==> config.mk <==
export PLATFORM = sky130hd
export DESIGN_NAME = logic_event_counter
export DESIGN_NICKNAME = d
export VERILOG_FILES = /design/src/rtl/logic_event_counter_pkg.sv /design/src/rtl/logic_event_counter_glitch_filter.sv /design/src/rtl/logic_event_counter.sv
export SDC_FILE = /design/constraint.sdc
export NUM_CORES = 1
export LEC_CHECK = 0
export CAP_MARGIN = 20
export CORE_UTILIZATION = 57
export CTS_BUF_LIST = sky130_fd_sc_hd__clkbuf_8 sky130_fd_sc_hd__clkbuf_16
export DETAILED_ROUTE_END_ITERATION = 6
export HOLD_SLACK_MARGIN = 0.03
export PLACE_DENSITY = 0.85
export SETUP_SLACK_MARGIN = 0.5
export SLEW_MARGIN = 10
export SYNTH_ARGS = -nofsm -noshare
export SYNTH_HDL_FRONTEND = slang
export SYNTH_SLANG_ARGS = --single-unit
==> constraint.sdc <==
create_clock -name clk -period 2.5 [get_ports clk]
set_input_delay 0.625 -clock clk [delete_from_list [all_inputs] [get_ports clk]]
set_output_delay 0.625 -clock clk [all_outputs]
set_load 0.01 [all_outputs]
==> src/rtl/logic_event_counter_pkg.sv <==
// -----------------------------------------------------------------------------
// logic_event_counter_pkg
//
// Shared definitions for the logic_event_counter block:
//   - state_e       : FSM encoding (ST_IDLE = 1'b0, ST_RUN = 1'b1)
//   - SYNC_STAGES   : depth of the d_in clock-domain synchroniser
//   - SAT_W         : working width of the saturating helper
//   - sat_inc()     : saturating increment used for the event counter
//
// No ports (package).
// -----------------------------------------------------------------------------
package logic_event_counter_pkg;

  // Run-control FSM states.
  typedef enum logic {
    ST_IDLE = 1'b0,
    ST_RUN  = 1'b1
  } state_e;

  // Two flops are enough to resolve metastability on the asynchronous d_in.
  localparam int SYNC_STAGES = 2;

  // The helper works on a fixed 32-bit container; counters up to 32 bits wide
  // are zero-extended in and truncated back out by the caller.
  localparam int SAT_W = 32;

  // Returns val + inc, but never exceeds max_val.
  function automatic logic [SAT_W-1:0] sat_inc(
    input logic [SAT_W-1:0] val,
    input logic             inc,
    input logic [SAT_W-1:0] max_val
  );
    logic [SAT_W-1:0] res;
    res = val;
    if (inc && (val < max_val)) begin
      res = val + 1'b1;
    end
    return res;
  endfunction

endpackage : logic_event_counter_pkg

==> src/rtl/logic_event_counter_glitch_filter.sv <==
// -----------------------------------------------------------------------------
// glitch_filter
//
// Brings the asynchronous gate-network bit d_in into the clk domain and
// removes short glitches. The filtered level only changes after the
// synchronised input has disagreed with it for STABLE_CYCLES consecutive
// cycles; any agreeing cycle restarts the count.
//
// d_in edge to level change: SYNC_STAGES + STABLE_CYCLES clocks.
//
// Parameters:
//   STABLE_CYCLES : consecutive disagreeing samples needed to flip (>= 1)
//
// Ports:
//   clk    in   clock, rising edge
//   rst_n  in   synchronous active-low reset
//   d_in   in   raw gate-network output, may be asynchronous to clk
//   level  out  filtered, registered level of d_in
// -----------------------------------------------------------------------------
module glitch_filter
  import logic_event_counter_pkg::*;
#(
  parameter int STABLE_CYCLES = 4
) (
  input  logic clk,
  input  logic rst_n,
  input  logic d_in,
  output logic level
);

  // stab_cnt only ever holds 0 .. STABLE_CYCLES-1: on the cycle it would hit
  // STABLE_CYCLES the level flips and the counter clears instead.
  localparam int STAB_W = (STABLE_CYCLES > 1) ? $clog2(STABLE_CYCLES) : 1;
  localparam logic [STAB_W-1:0] STAB_LAST = STAB_W'(STABLE_CYCLES - 1);

  logic [SYNC_STAGES-1:0] sync_q;
  logic [SYNC_STAGES-1:0] sync_d;
  logic                   synced;

  logic [STAB_W-1:0] stab_cnt_q;
  logic [STAB_W-1:0] stab_cnt_d;
  logic              level_q;
  logic              level_d;

  // Synchroniser chain: stage 0 samples d_in, each later stage samples the
  // one before it.
  for (genvar gi = 0; gi < SYNC_STAGES; gi++) begin : g_sync
    if (gi == 0) begin : g_first
      assign sync_d[gi] = d_in;
    end else begin : g_chain
      assign sync_d[gi] = sync_q[gi-1];
    end
  end

  assign synced = sync_q[SYNC_STAGES-1];

  always_comb begin
    level_d    = level_q;
    stab_cnt_d = '0;
    if (synced != level_q) begin
      if (stab_cnt_q == STAB_LAST) begin
        level_d = ~level_q;
      end else begin
        stab_cnt_d = stab_cnt_q + 1'b1;
      end
    end
  end

  always_ff @(posedge clk) begin
    if (!rst_n) begin
      sync_q     <= '0;
      stab_cnt_q <= '0;
      level_q    <= 1'b0;
    end else begin
      sync_q     <= sync_d;
      stab_cnt_q <= stab_cnt_d;
      level_q    <= level_d;
    end
  end

  assign level = level_q;

endmodule : glitch_filter

==> src/rtl/logic_event_counter.sv <==
// -----------------------------------------------------------------------------
// logic_event_counter
//
// Consumes the single-bit output of the combinational gate stage: the bit is
// synchronised and glitch-filtered, rising edges of the filtered level are
// counted over fixed windows of WINDOW clocks, and each completed window
// count is offered on a single-entry valid/ready output register.
//
// Build option:
//   LOGIC_EVENT_COUNTER_FALL_EN  defined   -> count both edges (toggles)
//                                undefined -> count rising edges only
//
// Parameters:
//   STABLE_CYCLES : glitch-filter stability requirement (>= 1)
//   CNT_W         : event counter / cnt_data width (1 .. 32)
//   WINDOW        : window length in clk cycles (>= 2)
//
// Ports:
//   clk        in   clock, rising edge
//   rst_n      in   synchronous active-low reset
//   en         in   run enable; dropping it abandons the current window
//   d_in       in   gate-network output, may be asynchronous to clk
//   level      out  filtered level of d_in
//   cnt_data   out  completed window count (saturating)
//   cnt_valid  out  cnt_data holds a count not yet taken
//   cnt_ready  in   consumer takes cnt_data this cycle
//   overrun    out  sticky: a window count was dropped because the output
//                   register was still full; cleared when a new run starts
// -----------------------------------------------------------------------------
module logic_event_counter
  import logic_event_counter_pkg::*;
#(
  parameter int STABLE_CYCLES = 4,
  parameter int CNT_W         = 8,
  parameter int WINDOW        = 256
) (
  input  logic             clk,
  input  logic             rst_n,
  input  logic             en,
  input  logic             d_in,
  output logic             level,
  output logic [CNT_W-1:0] cnt_data,
  output logic             cnt_valid,
  input  logic             cnt_ready,
  output logic             overrun
);

  localparam int               WIN_W    = $clog2(WINDOW);
  localparam logic [WIN_W-1:0] WIN_LAST = WIN_W'(WINDOW - 1);
  localparam logic [SAT_W-1:0] CNT_MAX  = SAT_W'({CNT_W{1'b1}});

  // ---------------------------------------------------------------------------
  // Input conditioning
  // ---------------------------------------------------------------------------
  logic filt_level;

  glitch_filter #(
    .STABLE_CYCLES(STABLE_CYCLES)
  ) u_glitch_filter (
    .clk  (clk),
    .rst_n(rst_n),
    .d_in (d_in),
    .level(filt_level)
  );

  assign level = filt_level;

  // ---------------------------------------------------------------------------
  // Edge detection against the previous filtered level
  // ---------------------------------------------------------------------------
  logic level_q;
  logic rise;
  logic evt;

  assign rise = filt_level & ~level_q;

`ifdef LOGIC_EVENT_COUNTER_FALL_EN
  logic fall;
  assign fall = ~filt_level & level_q;
  assign evt  = rise | fall;
`else
  assign evt  = rise;
`endif

  // ---------------------------------------------------------------------------
  // Window control, event counter and output register
  // ---------------------------------------------------------------------------
  state_e           state_q;
  logic [WIN_W-1:0] win_cnt_q;
  logic [CNT_W-1:0] ev_cnt_q;
  logic [CNT_W-1:0] cnt_data_q;
  logic             cnt_valid_q;
  logic             overrun_q;

  logic [CNT_W-1:0] ev_next;
  logic             win_end;
  logic             accept;
  logic             can_load;

  // ev_cnt plus this cycle's event. On the last window cycle this is also the
  // captured value, so an event on that cycle belongs to the ending window.
  assign ev_next  = CNT_W'(sat_inc(SAT_W'(ev_cnt_q), evt, CNT_MAX));
  assign win_end  = (win_cnt_q == WIN_LAST);
  assign accept   = cnt_valid_q & cnt_ready;
  // The register is free if empty, or if it is being emptied this very cycle
  // (back-to-back load without a bubble).
  assign can_load = ~cnt_valid_q | cnt_ready;

  always_ff @(posedge clk) begin
    if (!rst_n) begin
      state_q     <= ST_IDLE;
      level_q     <= 1'b0;
      win_cnt_q   <= '0;
      ev_cnt_q    <= '0;
      cnt_data_q  <= '0;
      cnt_valid_q <= 1'b0;
      overrun_q   <= 1'b0;
    end else begin
      level_q <= filt_level;

      // A load below overrides this clear when both happen together.
      if (accept) begin
        cnt_valid_q <= 1'b0;
      end

      case (state_q)
        ST_IDLE: begin
          win_cnt_q <= '0;
          ev_cnt_q  <= '0;
          if (en) begin
            state_q   <= ST_RUN;
            overrun_q <= 1'b0;
          end
        end

        ST_RUN: begin
          if (!en) begin
            // Partial window is abandoned; a pending count stays offered.
            state_q   <= ST_IDLE;
            win_cnt_q <= '0;
            ev_cnt_q  <= '0;
          end else if (win_end) begin
            win_cnt_q <= '0;
            ev_cnt_q  <= '0;
            if (can_load) begin
              cnt_data_q  <= ev_next;
              cnt_valid_q <= 1'b1;
            end else begin
              // Unconsumed count wins; the new one is lost and flagged.
              overrun_q <= 1'b1;
            end
          end else begin
            win_cnt_q <= win_cnt_q + 1'b1;
            ev_cnt_q  <= ev_next;
          end
        end

        default: begin
          state_q <= ST_IDLE;
        end
      endcase
    end
  end

  assign cnt_data  = cnt_data_q;
  assign cnt_valid = cnt_valid_q;
  assign overrun   = overrun_q;

endmodule : logic_event_counter

Figure 1. M3 wires (run 1).
The bar under the picture is 20 um long.
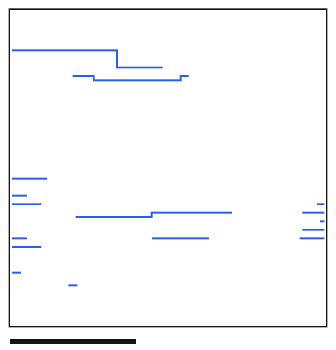
main direction: horizontal
wire length on this layer: 112 um
share of all routed wire: 4.5%
longest straight run: 16.6 um
nets with wire on the layer: 14

Figure 2. Wiring by layer (run 1).
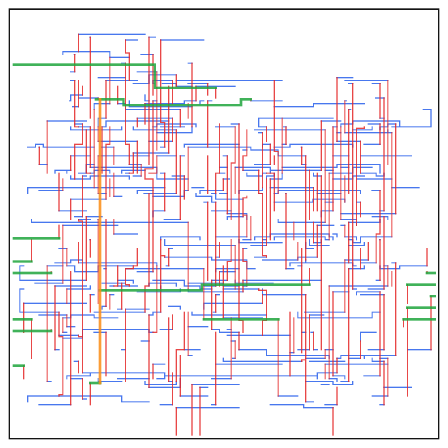
| color | layer | wire length |
|---|---|---|
| green | M3 | 112 um |
| red | M2 | 1190 um |
| orange | M4 | 33.3 um |
| blue | M1 | 1120 um |

Figure 3. Placement view (run 1).
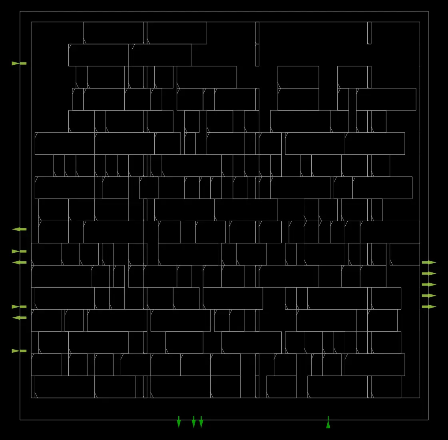
layout filler cell count: 174
utilization after layout: 0.718

==> qor.yml, run 1 <==
run_status:
  outcome: "complete, no violations"
power_and_ir_drop:
  power_density_mw_per_mm2: 593
  pwr.group.sequential_mw: 0.531
  power.total_mw: 0.943
  fraction_of_power_spent_switching_nets: 0.200
  power.switching_mw: 0.189
  p_seq_frac: 0.563
  internal_power_mw: 0.754
  irDropWorstVdd_v: 0.000529
  share_comb_of_total_power: 0.022
cts:
  post-cts-setup-buffers: 0
  clock_insertion_delay_worst_skew_ns: 0.28
  clock_sink_count: 33
  cts-hold-fix-buffers: 0
  cts-htree-levels: 2
  num_cts_buffers: 5
  clk_root_buf: "sky130_fd_sc_hd__clkbuf_8"
  clock_tree.buffer_depth: 2
setup_path:
  worst_r2r_startpoint: "win_cnt_q[0]"
  r2r_setup_slk_ns: 0.71
  crit_start: "u_glitch_filter.level"
  cp_max_fo: 6
  crit_path_cell_trace: "clkdlybuf4s50_1"
  endpoint: "level"
  type_of_destination_of_the_critical_path: "primary output"
  path_delay_family: "buffers and inverters"
  crit_buf_inv: 1
  critPathLaunchType: "flop"
  timing.critical_path.slowest_stage_cell: "sky130_fd_sc_hd__clkdlybuf4s50_1"
  critPathRequiredTime_ns: 1.88
  setup.worst_path.class: "flop to primary output"
  cp_slowest_stage_delay_ns: 0.58
  cp_data_arrival_time_ns: 1.28
final_layout:
  post_layout_nonfiller_instances: 187
  flop-count: 33
  layout.comb_gates.multi_input: 99
  summed_area_of_non_filler_cells_in_the_final_layout_mm2: 0.00159
  dominant-cell-class: "registers"
  multiInputGateArea_um2: 634
  layout_top_cell_excl_fill_tap: "sky130_fd_sc_hd__dfxtp_1"
  n_clock_buffer: 6
  syn_to_final_growth_pct: 19.6
  flop_area_um2: 661
  inv_count: 4
  post_route_cells_drive_above_1_share: 0.101
  clock_tree_area_fraction: 0.0543
  fraction_of_standard_cell_area_in_multi_input_logic: 0.399
  insertedDiodeCount: 0
logic_synthesis:
  syn_nets: 149
  yosys_register_bits: 33
  aoi_share: 0.0979
  number_of_synthesized_flops_with_an_enable_pin: 0
  synth.avg_cell_area_um2: 9.42
  synth-adder-area-share: 0.0282
  ys_chip_area_mm2: 0.00133
  netlist_area_pre_place_mm2: 0.00133
  yosys.area_share.xor_xnor: 0.0593
  post_synth_inst_count: 141
  post_synth_and_or_nand_nor_area_fraction: 0.266
  ys.flop_type: "sky130_fd_sc_hd__dfxtp_1"
  yosys.stat.seqShare: 0.497
  synth.cells.most_frequent: "sky130_fd_sc_hd__dfxtp_1 (33), sky130_fd_sc_hd__nor2_1 (16), sky130_fd_sc_hd__nand2_1 (12), sky130_fd_sc_hd__nand3_1 (9), sky130_fd_sc_hd__xor2_1 (7)"
  topCombFamilyByArea: "simple AND/OR/NAND/NOR gates"
  top_area_frac: 0.497
drt:
  wl_met2_mm: 1.19
  firstDrtPassIters: 4
  drtAntennaViolNets: 0
  detailroute.via_count: 1027
  drt_iter0_markers: 28
  routedWlPerCell_um: 13.1
  viasPerCell: 5.49
  route.final.wire_length_mm: 2.46
place:
  hpwl_mm: 1.76
  number_of_cells_after_detailed_placement: 180
  pre_cts_slack_ns: 0.338
  numPortBuffers: 15
  globalplace.congestion: 0.730
timing:
  timing.final.hold_violations: 0
  worst_slew_pin_slew_ns: 0.528
  timing.final.ws_setup_ns: 0.590
  relSlewSlack: 0.648
  tns_ns: 0
  period_used_share: 0.764
  skew_ns: 0.00292
  finalSetupViolations: 0
  fin_hold_ws_ns: 0.429
  final.min_clock_period_ns: 1.91
global_routing:
  overflow: 0
  grt_pass1_vias: 975
  met3_usage: 0.0939
  grt_antenna_before_repair: 0
  grt_use_met2: 0.391
  gr-usage-all-layers: 0.230
  maximum_number_of_pins_on_one_net_before_global_route_repair: 19
flow_run:
  timing.max_cap.violations: 0
floorplanning:
  boundaryPins: 16
  fp-row-count: 17
  die_y_um: 50.3
  fp.coreArea_mm2: 0.00221
worst_hold_path:
  timing.hold.worst_endpoint: "u_glitch_filter.stab_cnt_q[0]"
  hold-path-cell-count: 1
  min-delay-path-class: "flop to flop"
  holdCritStartpoint: "u_glitch_filter.stab_cnt_q[0]"
==> inputs of run 2 (changes only) <==
- CORE_UTILIZATION: 57 -> 48
- PLACE_DENSITY: 0.85 -> 0.77
- clock period: 2.5 -> 1.75 ns (I/O delays scaled with it)
Figure 4. Where the registers sit (run 2).
Other sequential cells in the stronger gray, the rest of the logic in the fainter gray.
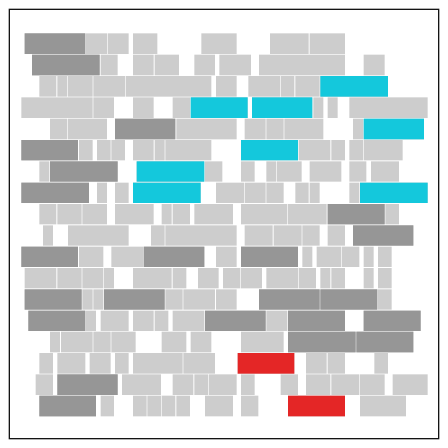
| color | netlist name | placed flops |
|---|---|---|
| cyan | ev_cnt_q | 8 |
| red | u_glitch_filter.sync_q | 2 |
fraction of standard cell area that is sequential: 0.348
footprint of the flip-flops and latches: 703 um2
utilization after layout: 0.794
seq pwr: 0.747 mW

Figure 5. Clock distribution (run 2).
The bar under the picture is 20 um long.
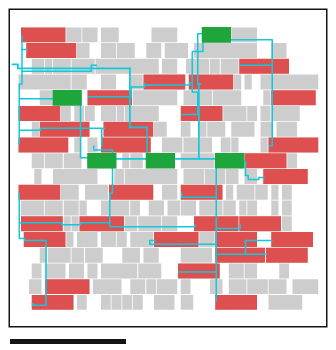
[red] flip-flops | count: 33
[green] clock-net drivers | count: 5
[cyan] clock wires | length: 400 um
routed clock nets: 6
clock network power: 0.849 mW
clk_lat worst skew: 0.28 ns
clock power share: 0.519

==> run 2 against run 1 <==
Net effect:
- die area increased by 18%
- first-iteration DRC count decreased by 21%
- worst hold slack improved by 0.0047 ns
- global-route usage increased by 0.34 points
- sequential share of layout area shrank 6.8 points
- combinational power grew 100%
- sequential power up 41%
- non-clock buffer count is 23 higher
- highest routed layer unchanged
- clock power grew 120%
- via count increased by 11%
==> qor.yml, run 2 <==
run_status:
  outcome: "complete, no violations"  # unchanged
final_layout:
  dominant-cell-class: "logic gates"  # was registers
  clock_tree_area_fraction: 0.0662  # was 0.0543
  insertedDiodeCount: 0  # unchanged
  inv_count: 4  # unchanged
  post_route_cells_drive_above_1_share: 0.568  # was 0.101
  fraction_of_standard_cell_area_in_multi_input_logic: 0.415  # was 0.399
  layout.comb_gates.multi_input: 99  # unchanged
  multiInputGateArea_um2: 840  # was 634 um2
  summed_area_of_non_filler_cells_in_the_final_layout_mm2: 0.00202  # was 0.00159 mm2
  n_fill_cell: 153  # was 174
  post_layout_nonfiller_instances: 213  # was 187
  syn_to_final_growth_pct: 52.2  # was 19.6%
power_and_ir_drop:
  power_density_mw_per_mm2: 810  # was 593 mW/mm2
  fraction_of_power_spent_switching_nets: 0.187  # was 0.200
  share_comb_of_total_power: 0.025  # was 0.022
  p_seq_frac: 0.456  # was 0.563
  internal_power_mw: 1.33  # was 0.754 mW
  power.total_mw: 1.64  # was 0.943 mW
  power.switching_mw: 0.306  # was 0.189 mW
  irDropWorstVdd_v: 0.000808  # was 0.000529 V
floorplanning:
  initial_utilization: 0.522  # was 0.601
  fp-row-count: 18  # was 17
  die_y_um: 54.6  # was 50.3 um
  fp.coreArea_mm2: 0.00254  # was 0.00221 mm2
  boundaryPins: 16  # unchanged
timing:
  timing.final.ws_setup_ns: 0.290  # was 0.590 ns
  relSlewSlack: 0.738  # was 0.648
  final.min_clock_period_ns: 1.46
  finalSetupViolations: 0  # unchanged
  skew_ns: 0.00442  # was 0.00292 ns
  worst_slew_pin_slew_ns: 0.389  # was 0.528 ns
  period_used_share: 0.834
  timing.final.hold_violations: 0  # unchanged
  fin_hold_ws_ns: 0.433  # was 0.429 ns
cts:
  clk_root_buf: "sky130_fd_sc_hd__clkbuf_8"  # unchanged
  cts-htree-levels: 2  # unchanged
  post-cts-setup-buffers: 8  # was 0
  num_cts_buffers: 5  # unchanged
  cts-hold-fix-buffers: 0  # unchanged
  clock_tree.buffer_depth: 2  # unchanged
  clock_sink_count: 33  # unchanged
setup_path:
  critPathRequiredTime_ns: 1.97  # was 1.88 ns
  setup.worst_path.class: "flop to flop"  # was flop to primary output
  r2r_setup_slk_ns: 0.29  # was 0.71 ns
  worst_r2r_startpoint: "ev_cnt_q[5]"  # was win_cnt_q[0]
  endpoint: "cnt_data[5]"  # was level
  cp_max_fo: 4  # was 6
  path_delay_family: "simple AND/OR/NAND/NOR gates"  # was buffers and inverters
  timing.critical_path.slowest_stage_cell: "sky130_fd_sc_hd__dfxtp_4"  # was sky130_fd_sc_hd__clkdlybuf4s50_1
  type_of_destination_of_the_critical_path: "flop"  # was primary output
  critPathLaunchType: "flop"  # unchanged
  crit_start: "ev_cnt_q[5]"  # was u_glitch_filter.level
  crit_path_cell_trace: "nand4_1 > o21ai_2 > or3_4 > xor2_4 > a21oi_2"  # was clkdlybuf4s50_1
  cp_slowest_stage_delay_ns: 0.38  # was 0.58 ns
  crit_buf_inv: 0  # was 1
  cp_data_arrival_time_ns: 1.68  # was 1.28 ns
logic_synthesis:
  syn_nets: 149  # unchanged
  post_synth_and_or_nand_nor_area_fraction: 0.266  # unchanged
  synth-adder-area-share: 0.0282  # unchanged
  synth.cells.most_frequent: "sky130_fd_sc_hd__dfxtp_1 (33), sky130_fd_sc_hd__nor2_1 (16), sky130_fd_sc_hd__nand2_1 (12), sky130_fd_sc_hd__nand3_1 (9), sky130_fd_sc_hd__xor2_1 (7)"  # unchanged
  ys.flop_type: "sky130_fd_sc_hd__dfxtp_1"  # unchanged
  synth.avg_cell_area_um2: 9.42  # unchanged
  top_area_frac: 0.497  # unchanged
  aoi_share: 0.0979  # unchanged
  yosys.stat.seqShare: 0.497  # unchanged
  synth.area.top_cells: "sky130_fd_sc_hd__dfxtp_1 (50%), sky130_fd_sc_hd__xor2_1 (4.6%), sky130_fd_sc_hd__nor2_1 (4.5%)"  # unchanged
  ys_chip_area_mm2: 0.00133  # unchanged
  yosys_register_bits: 33  # unchanged
  yosys.area_share.xor_xnor: 0.0593  # unchanged
  post_synth_inst_count: 141  # unchanged
  netlist_area_pre_place_mm2: 0.00133  # unchanged
  number_of_synthesized_flops_with_an_enable_pin: 0  # unchanged
drt:
  route.final.wire_length_mm: 3.24  # was 2.46 mm
  detailroute.via_count: 1144  # was 1027
  wl_met2_mm: 1.76  # was 1.19 mm
  drt_iter0_markers: 22  # was 28
  route.met3.wl_um: 100  # was 111 um
  viasPerCell: 5.37  # was 5.49
  drtAntennaViolNets: 0  # unchanged
  routedWlPerCell_um: 15.2  # was 13.1 um
  firstDrtPassIters: 5  # was 4
global_routing:
  grt_use_met2: 0.414  # was 0.391
  gr-usage-all-layers: 0.234  # was 0.230
  maximum_number_of_pins_on_one_net_before_global_route_repair: 19  # unchanged
  grt_pass1_vias: 1103  # was 975
  overflow: 0  # unchanged
  grt_antenna_before_repair: 0  # unchanged
  met3_usage: 0.0639  # was 0.0939
worst_hold_path:
  hold-path-cell-count: 1  # unchanged
  holdCritStartpoint: "u_glitch_filter.stab_cnt_q[0]"  # unchanged
  timing.hold.worst_endpoint: "u_glitch_filter.stab_cnt_q[0]"  # unchanged
place:
  pre_cts_slack_ns: -0.00129  # was 0.338 ns
  globalplace.congestion: 0.820  # was 0.730
  number_of_cells_after_detailed_placement: 189  # was 180
  numPortBuffers: 15  # unchanged
flow_run:
  timing.max_cap.violations: 0  # unchanged
Figure 6. Placement view (run 2).
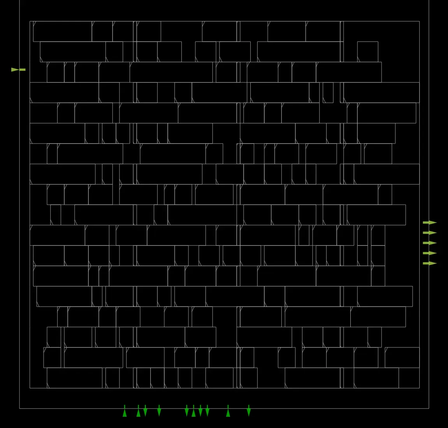
Flop Count: 33
tap cell count: 30

==> inputs of run 3 (changes only) <==
- CORE_UTILIZATION: 48 -> 53
- PLACE_DENSITY: 0.77 -> 0.8
- clock period: 1.75 -> 1.42 ns (I/O delays scaled with it)
Figure 7. M3 wires (run 3).
The bar under the picture is 20 um long.
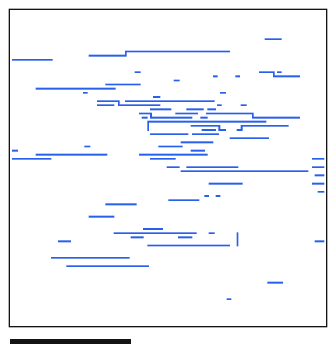
grt met3 use: 0.126
number of vias after detailed routing: 1391

Figure 8. Clock distribution (run 3).
The bar under the picture is 20 um long.
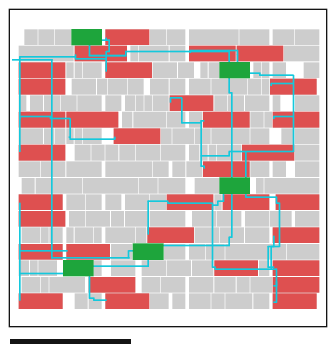
[cyan] clock wires | length: 414 um
[green] clock-net drivers | count: 5
[red] flip-flops | count: 33
flops lie: widely spread
clk_lat worst skew: 0.29 ns
worst setup skew after layout: 0.0174 ns

==> run 3 against run 2 <==
Net effect:
- the flow now finishes with violations (negative setup slack)
- register-to-register slack worse by 0.40 ns
- power is 1.8% higher
- via count is 22% higher
- combinational power is 52% higher
- die area is 9.1% lower
==> qor.yml, run 3 <==
global_routing:
  gr-usage-all-layers: 0.326  # was 0.234
  maximum_number_of_pins_on_one_net_before_global_route_repair: 11  # was 19
  grt_use_met2: 0.579  # was 0.414
  grt_pass1_vias: 1304  # was 1103
  overflow: 0  # unchanged
  grt_antenna_before_repair: 0  # unchanged
power_and_ir_drop:
  power_density_mw_per_mm2: 754  # was 810 mW/mm2
  power.switching_mw: 0.380  # was 0.306 mW
  clk-power_mw: 0.673  # was 0.849 mW
  pwr.group.sequential_mw: 0.932  # was 0.747 mW
  p_seq_frac: 0.559  # was 0.456
  power.total_mw: 1.67  # was 1.64 mW
  share_comb_of_total_power: 0.038  # was 0.025
logic_synthesis:
  post_synth_and_or_nand_nor_area_fraction: 0.266  # unchanged
  ys_chip_area_mm2: 0.00133  # unchanged
  synth.area.top_cells: "sky130_fd_sc_hd__dfxtp_1 (50%), sky130_fd_sc_hd__xor2_1 (4.6%), sky130_fd_sc_hd__nor2_1 (4.5%)"  # unchanged
  netlist_area_pre_place_mm2: 0.00133  # unchanged
  synth.avg_cell_area_um2: 9.42  # unchanged
  yosys.stat.seqShare: 0.497  # unchanged
  ys.flop_type: "sky130_fd_sc_hd__dfxtp_1"  # unchanged
  yosys.area_share.xor_xnor: 0.0593  # unchanged
  synth.cells.most_frequent: "sky130_fd_sc_hd__dfxtp_1 (33), sky130_fd_sc_hd__nor2_1 (16), sky130_fd_sc_hd__nand2_1 (12), sky130_fd_sc_hd__nand3_1 (9), sky130_fd_sc_hd__xor2_1 (7)"  # unchanged
  top_area_frac: 0.497  # unchanged
  syn_nets: 149  # unchanged
  post_synth_inst_count: 141  # unchanged
  number_of_synthesized_flops_with_an_enable_pin: 0  # unchanged
run_status:
  failing_checks: "negative setup slack"
  outcome: "finished with violations"  # was complete, no violations
final_layout:
  seq-cell-share: 0.315  # was 0.348
  inv_count: 4  # unchanged
  flop-count: 33  # unchanged
  insertedDiodeCount: 0  # unchanged
  fin_util: 0.962  # was 0.794
  n_fill_cell: 45  # was 153
  n_clock_buffer: 5  # unchanged
  post_layout_nonfiller_instances: 223  # was 213
  flop_area_um2: 697  # was 703 um2
  layout.comb_gates.multi_input: 100  # was 99
  fraction_of_standard_cell_area_in_multi_input_logic: 0.415  # about the same
  multiInputGateArea_um2: 917  # was 840 um2
  layout_top_cell_excl_fill_tap: "sky130_fd_sc_hd__buf_6"  # was sky130_fd_sc_hd__buf_4
setup_path:
  cp_max_fo: 6  # was 4
  critPathRequiredTime_ns: 1.62  # was 1.97 ns
  type_of_destination_of_the_critical_path: "flop"  # unchanged
  worst_r2r_startpoint: "win_cnt_q[1]"  # was ev_cnt_q[5]
  crit_path_cell_trace: "clkdlybuf4s50_1 > nand2b_1 > nand3_2 > nor2_4 > buf_6 > o21ai_2 > a31oi_1"  # was nand4_1 > o21ai_2 > or3_4 > xor2_4 > a21oi_2
  setup.worst_path.class: "primary input to flop"  # was flop to flop
  crit_buf_inv: 2  # was 0
  crit_start: "cnt_ready"  # was ev_cnt_q[5]
  cp_slowest_stage_delay_ns: 0.46  # was 0.38 ns
  cp_data_arrival_time_ns: 1.75  # was 1.68 ns
  r2r_setup_slk_ns: -0.11  # was 0.29 ns
  path_delay_family: "buffers and inverters"  # was simple AND/OR/NAND/NOR gates
  timing.critical_path.slowest_stage_cell: "sky130_fd_sc_hd__clkdlybuf4s50_1"  # was sky130_fd_sc_hd__dfxtp_4
  critPathLaunchType: "primary input"  # was flop
  endpoint: "cnt_data[1]"  # was cnt_data[5]
drt:
  wl_met2_mm: 2.52  # was 1.76 mm
  firstDrtPassIters: 4  # was 5
  drtAntennaViolNets: 0  # unchanged
  viasPerCell: 6.24  # was 5.37
  drt_iter0_markers: 55  # was 22
  route.met3.wl_um: 352  # was 100 um
  route.final.wire_length_mm: 4.82  # was 3.24 mm
timing:
  period_used_share: 1.09
  relSlewSlack: 0.765  # was 0.738
  worst_slew_pin_slew_ns: 0.351  # was 0.389 ns
  final.min_clock_period_ns: 1.55
  timing.final.ws_setup_ns: -0.130  # was 0.290 ns
  fin_hold_ws_ns: 0.441  # was 0.433 ns
  tns_ns: -0.743  # was 0 ns
  finalSetupViolations: 12  # was 0
  timing.final.hold_violations: 0  # unchanged
cts:
  num_cts_buffers: 5  # unchanged
  post-cts-setup-buffers: 9  # was 8
  clock_sink_count: 33  # unchanged
  cts-htree-levels: 2  # unchanged
  clock_tree.buffer_depth: 2  # unchanged
worst_hold_path:
  holdCritStartpoint: "u_glitch_filter.stab_cnt_q[0]"  # unchanged
  min-delay-path-class: "flop to flop"  # unchanged
  hold-path-cell-count: 1  # unchanged
  timing.hold.worst_endpoint: "u_glitch_filter.stab_cnt_q[0]"  # unchanged
floorplanning:
  initial_utilization: 0.578  # was 0.522
  fp.coreArea_mm2: 0.00230  # was 0.00254 mm2
  fp-row-count: 17  # was 18
  boundaryPins: 16  # unchanged
  die_y_um: 52.1  # was 54.6 um
  tapcell.inserted: 28  # was 30
place:
  pre_cts_slack_ns: -0.346  # was -0.00129 ns
  number_of_cells_after_detailed_placement: 195  # was 189
  hpwl_mm: 2.07  # was 1.86 mm
  globalplace.congestion: 0.857  # was 0.820
  numPortBuffers: 15  # unchanged
flow_run:
  timing.max_cap.violations: 0  # unchanged
Figure 9. Where the registers sit (run 3).
Other sequential cells in the stronger gray, the rest of the logic in the fainter gray.
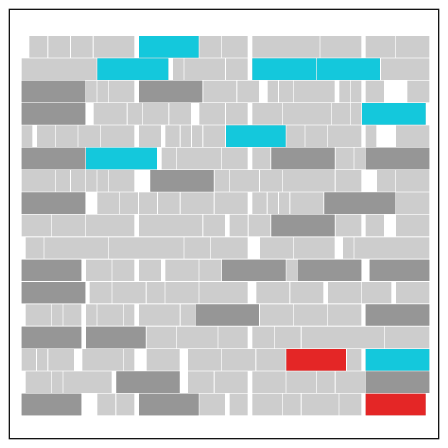
| color | netlist name | placed flops |
|---|---|---|
| cyan | ev_cnt_q | 8 |
| red | u_glitch_filter.sync_q | 2 |
not colored: 23

Power is estimated from default activity; no workload was simulated.
